==> config.mk <==
export PLATFORM = sky130hd
export DESIGN_NAME = mem_port_sched
export DESIGN_NICKNAME = d
export VERILOG_FILES = /design/src/rtl/mem_port_sched.sv
export SDC_FILE = /design/constraint.sdc
export NUM_CORES = 2
export LEC_CHECK = 0
export ABC_AREA = 1
export CELL_PAD_IN_SITES_DETAIL_PLACEMENT = 0
export CELL_PAD_IN_SITES_GLOBAL_PLACEMENT = 2
export CORE_MARGIN = 2
export CORE_UTILIZATION = 30
export DETAILED_ROUTE_END_ITERATION = 8
export GPL_ROUTABILITY_DRIVEN = 0
export HOLD_SLACK_MARGIN = 0.02
export PLACE_DENSITY = 0.81
export SYNTH_ARGS = -nofsm -noshare
export SYNTH_HDL_FRONTEND = slang
export SYNTH_SLANG_ARGS = --single-unit
==> constraint.sdc <==
create_clock -name clk -period 58 [get_ports clk]
set_clock_uncertainty 0.05 [all_clocks]
set_input_delay 5.8 -clock clk [delete_from_list [all_inputs] [get_ports clk]]
set_output_delay 5.8 -clock clk [all_outputs]
set_load 0.01 [all_outputs]
==> src/rtl/mem_port_sched.sv <==
// mem_port_sched: write/read request scheduler and response FIFO
// in front of a dual-address word memory with half-swapped upper bank.
//
// Ports:
//   clk, rst                  clock, async active-high reset
//   wr_valid/wr_ready         write request handshake (wr_addr, wr_data)
//   rd_valid/rd_ready         read request handshake (rd_addr)
//   rsp_valid/rsp_ready       read response handshake (rsp_data, rsp_addr)
//   mem_wr, mem_wr_addr/data  memory write strobe and operands
//   mem_rd, mem_rd_addr       memory read strobe and address
//   mem_rd_data               memory registered read output
module mem_port_sched #(
  parameter int WIDTH     = 256,
  parameter int PSIZE     = 5,
  parameter int RSP_DEPTH = 4,
  parameter int UNSWAP    = 1
) (
  input  logic             clk,
  input  logic             rst,
  input  logic             wr_valid,
  output logic             wr_ready,
  input  logic [PSIZE-1:0] wr_addr,
  input  logic [WIDTH-1:0] wr_data,
  input  logic             rd_valid,
  output logic             rd_ready,
  input  logic [PSIZE-1:0] rd_addr,
  output logic             rsp_valid,
  input  logic             rsp_ready,
  output logic [WIDTH-1:0] rsp_data,
  output logic [PSIZE-1:0] rsp_addr,
  output logic             mem_wr,
  output logic             mem_rd,
  output logic [PSIZE-1:0] mem_wr_addr,
  output logic [PSIZE-1:0] mem_rd_addr,
  output logic [WIDTH-1:0] mem_wr_data,
  input  logic [WIDTH-1:0] mem_rd_data
);

  localparam int AW = $clog2(RSP_DEPTH);
  localparam int HW = WIDTH / 2;
  localparam logic [AW:0] DEPTH_C = (AW+1)'(RSP_DEPTH);

  logic [AW:0]       wptr, rptr;
  logic [AW:0]       occ, inflight, credits;
  logic              full, empty;
  logic              prio;
  logic              tag1;
  logic [PSIZE-1:0]  addr1;
  logic              wr_elig, rd_elig;
  logic              wr_acc, rd_acc;
  logic              push, pop, swap;
  logic [WIDTH-1:0]  push_data;
  logic [WIDTH-1:0]  fifo_d [RSP_DEPTH];
  logic [PSIZE-1:0]  fifo_a [RSP_DEPTH];

  // Credits reserve a FIFO slot for every read still in the pipe.
  assign occ      = wptr - rptr;
  assign inflight = {{AW{1'b0}}, mem_rd}
                  + {{AW{1'b0}}, tag1};
  assign credits  = DEPTH_C - occ - inflight;

  assign empty = (wptr == rptr);
  assign full  = (wptr[AW] != rptr[AW])
              && (wptr[AW-1:0] == rptr[AW-1:0]);

  // prio: 0 = write side wins a tie, 1 = read side.
  assign wr_elig  = wr_valid;
  assign rd_elig  = rd_valid && (credits != '0);
  assign wr_ready = wr_elig && (!prio || !rd_elig);
  assign rd_ready = rd_elig && (prio || !wr_elig);
  assign wr_acc   = wr_valid && wr_ready;
  assign rd_acc   = rd_valid && rd_ready;

  assign push = tag1;
  assign pop  = rsp_valid && rsp_ready;
  assign swap = (UNSWAP != 0) && addr1[PSIZE-1];

  always_comb begin
    push_data = mem_rd_data;
    unique case (1'b1)
      swap:    push_data = {mem_rd_data[HW-1:0],
                            mem_rd_data[WIDTH-1:HW]};
      default: push_data = mem_rd_data;
    endcase
  end

  assign rsp_valid = !empty;
  assign rsp_data  = fifo_d[rptr[AW-1:0]];
  assign rsp_addr  = fifo_a[rptr[AW-1:0]];

  always_ff @(posedge clk or posedge rst) begin
    if (rst) begin
      mem_wr      <= 1'b0;
      mem_rd      <= 1'b0;
      mem_wr_addr <= '0;
      mem_rd_addr <= '0;
      mem_wr_data <= '0;
      tag1        <= 1'b0;
      addr1       <= '0;
      prio        <= 1'b0;
    end else begin
      mem_wr <= wr_acc;
      mem_rd <= rd_acc;
      if (wr_acc) begin
        mem_wr_addr <= wr_addr;
        mem_wr_data <= wr_data;
      end
      if (rd_acc) mem_rd_addr <= rd_addr;
      // Memory output is valid the cycle after mem_rd.
      tag1  <= mem_rd;
      addr1 <= mem_rd_addr;
      if (wr_elig && rd_elig) prio <= ~prio;
    end
  end

  always_ff @(posedge clk or posedge rst) begin
    if (rst) begin
      wptr <= '0;
      rptr <= '0;
      for (int i = 0; i < RSP_DEPTH; i++) begin
        fifo_d[i] <= '0;
        fifo_a[i] <= '0;
      end
    end else begin
      if (push) begin
        fifo_d[wptr[AW-1:0]] <= push_data;
        fifo_a[wptr[AW-1:0]] <= addr1;
        wptr <= wptr + 1'b1;
      end
      if (pop) rptr <= rptr + 1'b1;
    end
  end

  a_no_overflow: assert property (
    @(posedge clk) disable iff (rst) !(push && full));

  a_one_strobe: assert property (
    @(posedge clk) disable iff (rst) !(mem_wr && mem_rd));

endmodule

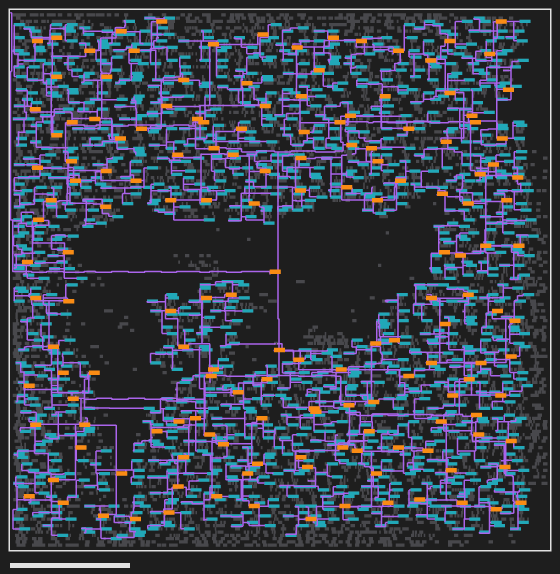
(images/clock_wires.png)
The bar under the picture is 100 um long.
[clock-net drivers] orange | count: 159
[clock wires] purple | length: 20000 um
[flip-flops] cyan | count: 1325
routed clock nets	160
flops lie	widely spread

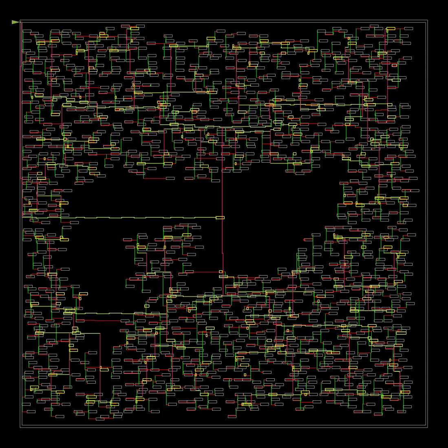
(images/clock_nets.png)
clock latency on the worst-skew pair: 0.80 ns
clkbuf count: 243

==> flow_metrics.tcl <==
# collected from the flow reports
set metrics [dict create \
    status "finished, final reports clean" \
    worstSetupStartpointType "input port" \
    final_common_cell "nand2_1" \
    met3_usage_pct 5.472 \
    logic_gates 5564 \
    fin_crit_ns 14.20 \
    switching_power_mw 2.204 \
    floorplan.nets 8338 \
    avgRoutedWirePerCell_um 22.42 \
    hold_class "reg -> reg" \
    seq_cell_power_mw 1.60 \
    drive_gt1_share_pct 3.682 \
    slew_headroom_pct 14.22 \
    sh_comb_area_pct 30.04 \
    totalNegativeSetupSlack_ns 0 \
    simple_gate_area_share_pct 25.96 \
    dp_worst_setup_slack_ns 43.75 \
    drt_iter0_markers 4481 \
    yosysSeqAreaShare_pct 55.18 \
    final_cells 11350 \
    dp_cells 11030 \
    pwr-share-seq_pct 31.6 \
    grt_util_met1_pct 28.40 \
    power.density_nw_per_um2 65.45 \
    critPathMaxStageDelay_ns 0.73 \
    critical_path.cell_chain "clkdlybuf4s50_1 > nand3_4 > nand2_8 > inv_1 > clkdlybuf4s50_1" \
    ir_worst_vdd_v 0.00004702 \
    aoi_share_pct 12.47 \
    fp_util_pct 30.12 \
    grt_overflow 0 \
    min_to "addr1[4]" \
    cts_sinks 1325 \
    antennaDiodeCount 33 \
    largest_register "fifo_d" \
    reg2reg_from "push" \
    area_leaders "dfrtp_1 55%, nand2_1 22%, o21ai_0 9.1%, clkbuf_1 2.4%, inv_1 2.3%" \
    total_power_mw 5.084 \
    syn_inst 7800 \
    grt_setup_unrepaired "false" \
    rows 164 \
    critPathRequiredTime_ns 52.15 \
    clk_pin_slew_worst_paths_ns 0.06 \
    critPathMaxFanout 49 \
    finalInstanceArea_um2 77680 \
    syn_area_per_cell_um2 7.703 \
    clk_share_pct 6.594 \
    fmax_ghz 0.07041 \
    dr.max_layer_used "met5" \
    hpwlAfterDp_mm 163.1 \
    synth_area_um2 60080 \
    die_y_um 451.5 \
    hold_viol 0 \
    criticalPathCategory "in -> out" \
    clockPowerShare_pct 19.5 \
    period_used_pct 24.49 \
    drtAntennaViolNets 0 \
    ctsResizeCount 0 \
    tritoncts "done" \
    numPortBuffers 1058 \
    slew_violations 0 \
    place_area_um2 72470 \
    dr.pass1.iters 9 \
    route.met2.wl_mm 128.5 \
    seq_area_share_pct 42.70 \
    fillers 20590 \
    via_per_inst 4.874 \
    top_area_cell_class "sequential cells" \
    h-tree-depth 4 \
    top_area_cell "dfrtp_1" \
    layout_setup_ws_ns 43.80 \
    reg2regPathDepth 18 \
    warnings 105 \
    crit_buf_inv 3 \
    busiest_layer "met2" \
    comb_power_share_pct 48.9 \
    synth_top_cell_by_count "nand2_1" \
    flop-count 1325 \
    die-area_um2 203900 \
    crit_start "rd_valid" \
    ys_cells 7800 \
    netlist.area_leader.share_pct 55.18 \
    worst_pin_slew_ns 1.287 \
    synth-main-ff-cell "dfrtp_1" \
    synth_chip_area_um2 60080 \
    nNetsFinal 9077 \
    buffer_area_share_pct 14.43 \
    edf_count 0 \
    setup_violations 0 \
]
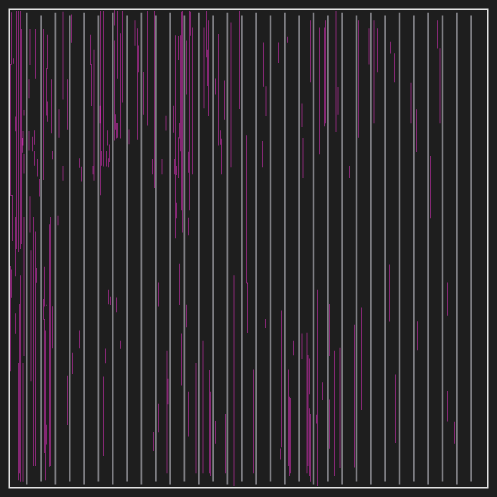
(images/m4.png)
Supply wires on this layer in gray.
main direction	vertical
share of all routed wire	4.9%
wire length on this layer	12400 um
longest straight run	235 um

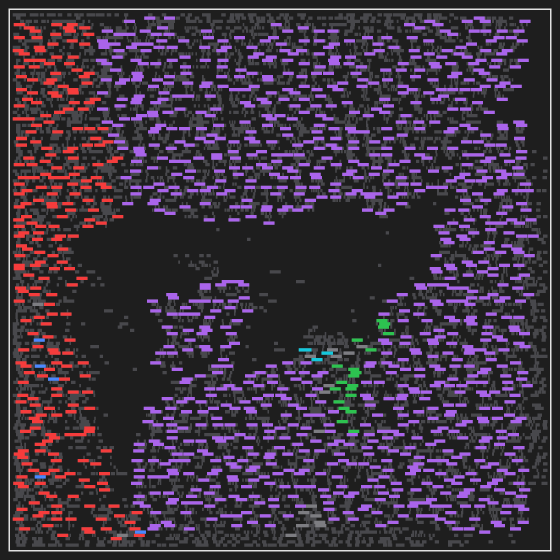
(images/ff_map.png)
netlist name	color	sequential cells
rptr	cyan	3
fifo_d	purple	1024
mem_wr_addr	blue	5
mem_wr_data	red	256
fifo_a	green	20
not colored	17

Power and IR drop assume default switching activity.
